==> config.mk <==
export PLATFORM = sky130hd
export DESIGN_NAME = i2c_target
export DESIGN_NICKNAME = d
export VERILOG_FILES = /design/src/rtl/i2c_pkg.sv /design/src/rtl/i2c_line_sync.sv /design/src/rtl/i2c_target.sv
export SDC_FILE = /design/constraint.sdc
export NUM_CORES = 1
export LEC_CHECK = 0
export CAP_MARGIN = 20
export CORE_ASPECT_RATIO = 0.6
export CORE_MARGIN = 1
export CORE_UTILIZATION = 40
export CTS_BUF_LIST = sky130_fd_sc_hd__clkbuf_4
export DETAILED_ROUTE_END_ITERATION = 8
export PLACE_DENSITY = 0.73
export REMOVE_ABC_BUFFERS = 1
export SLEW_MARGIN = 20
export SYNTH_ARGS = -nofsm -noshare
export SYNTH_HDL_FRONTEND = slang
export SYNTH_SLANG_ARGS = --single-unit
==> constraint.sdc <==
create_clock -name i_clk -period 1.87 [get_ports i_clk]
set_input_delay 0.4675 -clock i_clk [delete_from_list [all_inputs] [get_ports i_clk]]
set_output_delay 0.4675 -clock i_clk [all_outputs]
set_load 0.02 [all_outputs]
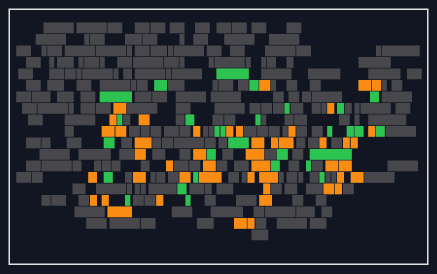
**Above:** selected gate families.
color	family	cells
green	nand cells	29
orange	aoi and oai cells	47
logic share of the area: 0.460
Cell Count, Final, Fillers Out: 368
most numerous logic cell after layout: buf_4

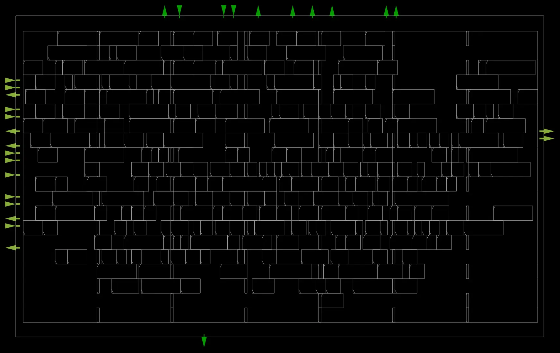
**Above:** placed standard cells.
fill cell total of the finished layout: 450
fin util: 0.561

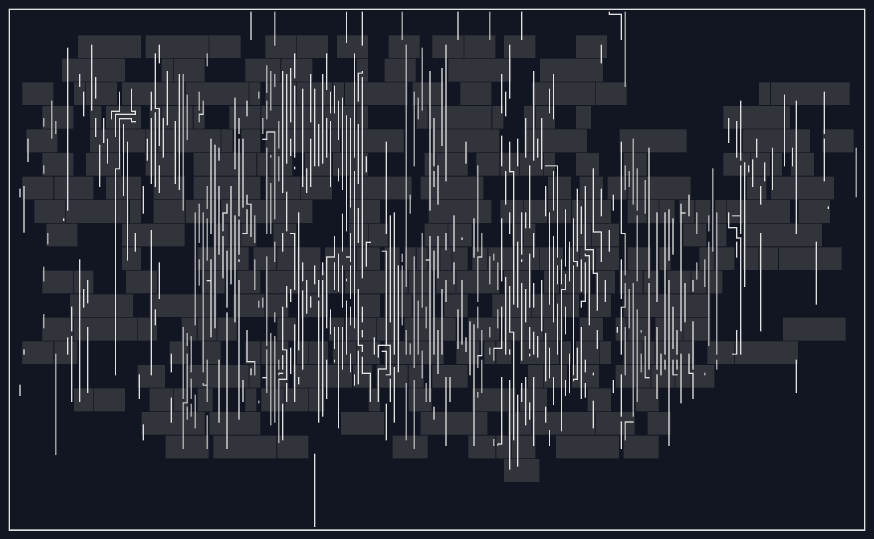
**Above:** signal wires on met2.
nets with wire on the layer	254
wire length on this layer	2440 um
drt total wl: 5880 um
met2 Resource Use GR: 0.295

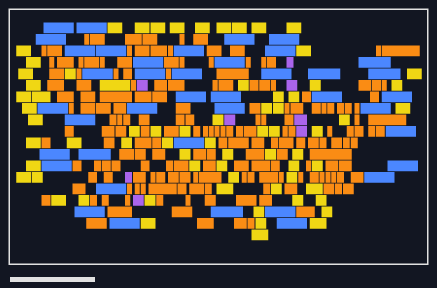
**Above:** placement by cell class.
The bar under the picture is 20 um long.
color	class	cells	share of their area
yellow	remaining buffers and delay cells	69	21%
purple	clock drivers and dummy loads	8	2.0%
orange	remaining logic cells	185	48%
blue	registers	40	28%
post-route cell area: 2940 um2
Seq area share: 0.275
std cell rows: 20
Core Region: 5230 um2

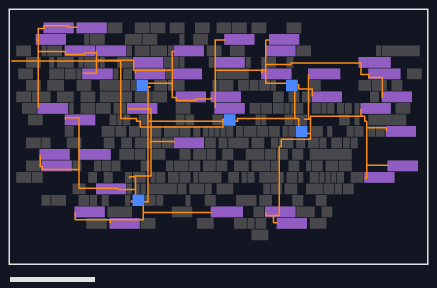
**Above:** routed clock nets over the placement.
The bar under the picture is 20 um long.
[blue] clock-net drivers | count: 5
[orange] clock wires | length: 561 um
[purple] flip-flops | count: 40
routed clock nets	6
Layout Skew: 0.0149 ns
clock network fraction of total power: 0.309
Clock Power: 463 uW
Late-Pin Clk Latency: 0.36 ns

==> results.toml <==
# flow metrics
[worst_setup_path]
rrSetupSlack_ns = 0.05
reg2reg_depth = 8
slowest_stage = "dfxtp_2"
cp-end-kind = "primary output"
arrival_ns = 1.35
crit_required_ns = 1.40
cp_cell_sequence = "and4bb_2 > nor2b_4 > buf_4"
crit_buf_inv = 1

[power]
p_seq_frac = 0.582
p_int_uw = 1090
p_sw_uw = 407
powerSeq_uw = 871
finalPower_uw = 1500
power.static_leakage_uw = 0.00122
p_comb_uw = 164
largestPowerGroup = "sequential cells"

[global_route]
grt_antenna_before_repair = 0
grt_pass1_wl_um = 9150
grt.total_usage = 0.206
grtUsageMet3 = 0.0643
grt_max_degree = 18
grt_overflow = 0

[final_timing]
hold_violations = 0
finalSetupTns_ns = 0
worstMarginPinSlew_ns = 0.448
hold_ws_ns = 0.425
setup_violations = 0
slew_headroom = 0.701
drv_slew = 0

[placed_design]
dp.cells = 359
pre_cts_ws_ns = -0.123
dpl.hpwl_um = 4310
gp_congestion = 0.902
portBuffers = 27

[clock_network]
cts_tree = "built"
cts_setup_buffers = 1
ctsRootBufferMaster = "clkbuf_4"
cts.repair.resized = 15
cts_buffer_depth = 2
hold_buffers = 0
cts_max_level = 2

[routing]
firstDrtPassIters = 4
wl_met3_um = 554
wl_per_cell_um = 16.0
detail-route-antenna-nets = 0
via_count = 2022
drtIter0Drc = 173
topRoutingLayerUsed = "met4"
route.detailed.drc = 0
drt-met1-wl_um = 2850

[finish]
largest_class = "logic gates"
syn2layout_area_growth_pct = 31.0
final-comb-area_um2 = 1350
largest_reg_flops = 20
final-seq-area_um2 = 807
inv_count = 7
nonClkBufAreaFrac = 0.209
seq_cells = 40
clk_share = 0.0192
antenna_cells = 0
n_clock_buffer = 5
final_nets = 316

[synthesis]
yosys.area_share.adder = 0.0112
aoi_share = 0.177
synth-cells-yosys = 248
ys_sh_mux = 0.107
synth_chip_area_um2 = 2240
top_area_frac = 0.357
top_cells_by_count = "dfxtp_1 (40), nor2_1 (30), mux2i_1 (16), o21ai_0 (12)"
syn_avg_cell_area_um2 = 9.04
flop_cell = "dfxtp_1"
synth-seq-cells = 40
enable_flop_cells = 0
synthArstFlopShare = 0
synth-xor-area-share = 0.00391

[status]
status = "finished, final reports clean"

[floorplanning]
nWellTaps = 66
ios = 28
die_width_um = 98.7

[worst_hold_path]
worstHoldPathType = "reg2reg"
hold_path_depth = 1

[job]
drv_cap = 0
Power and IR drop assume default switching activity.
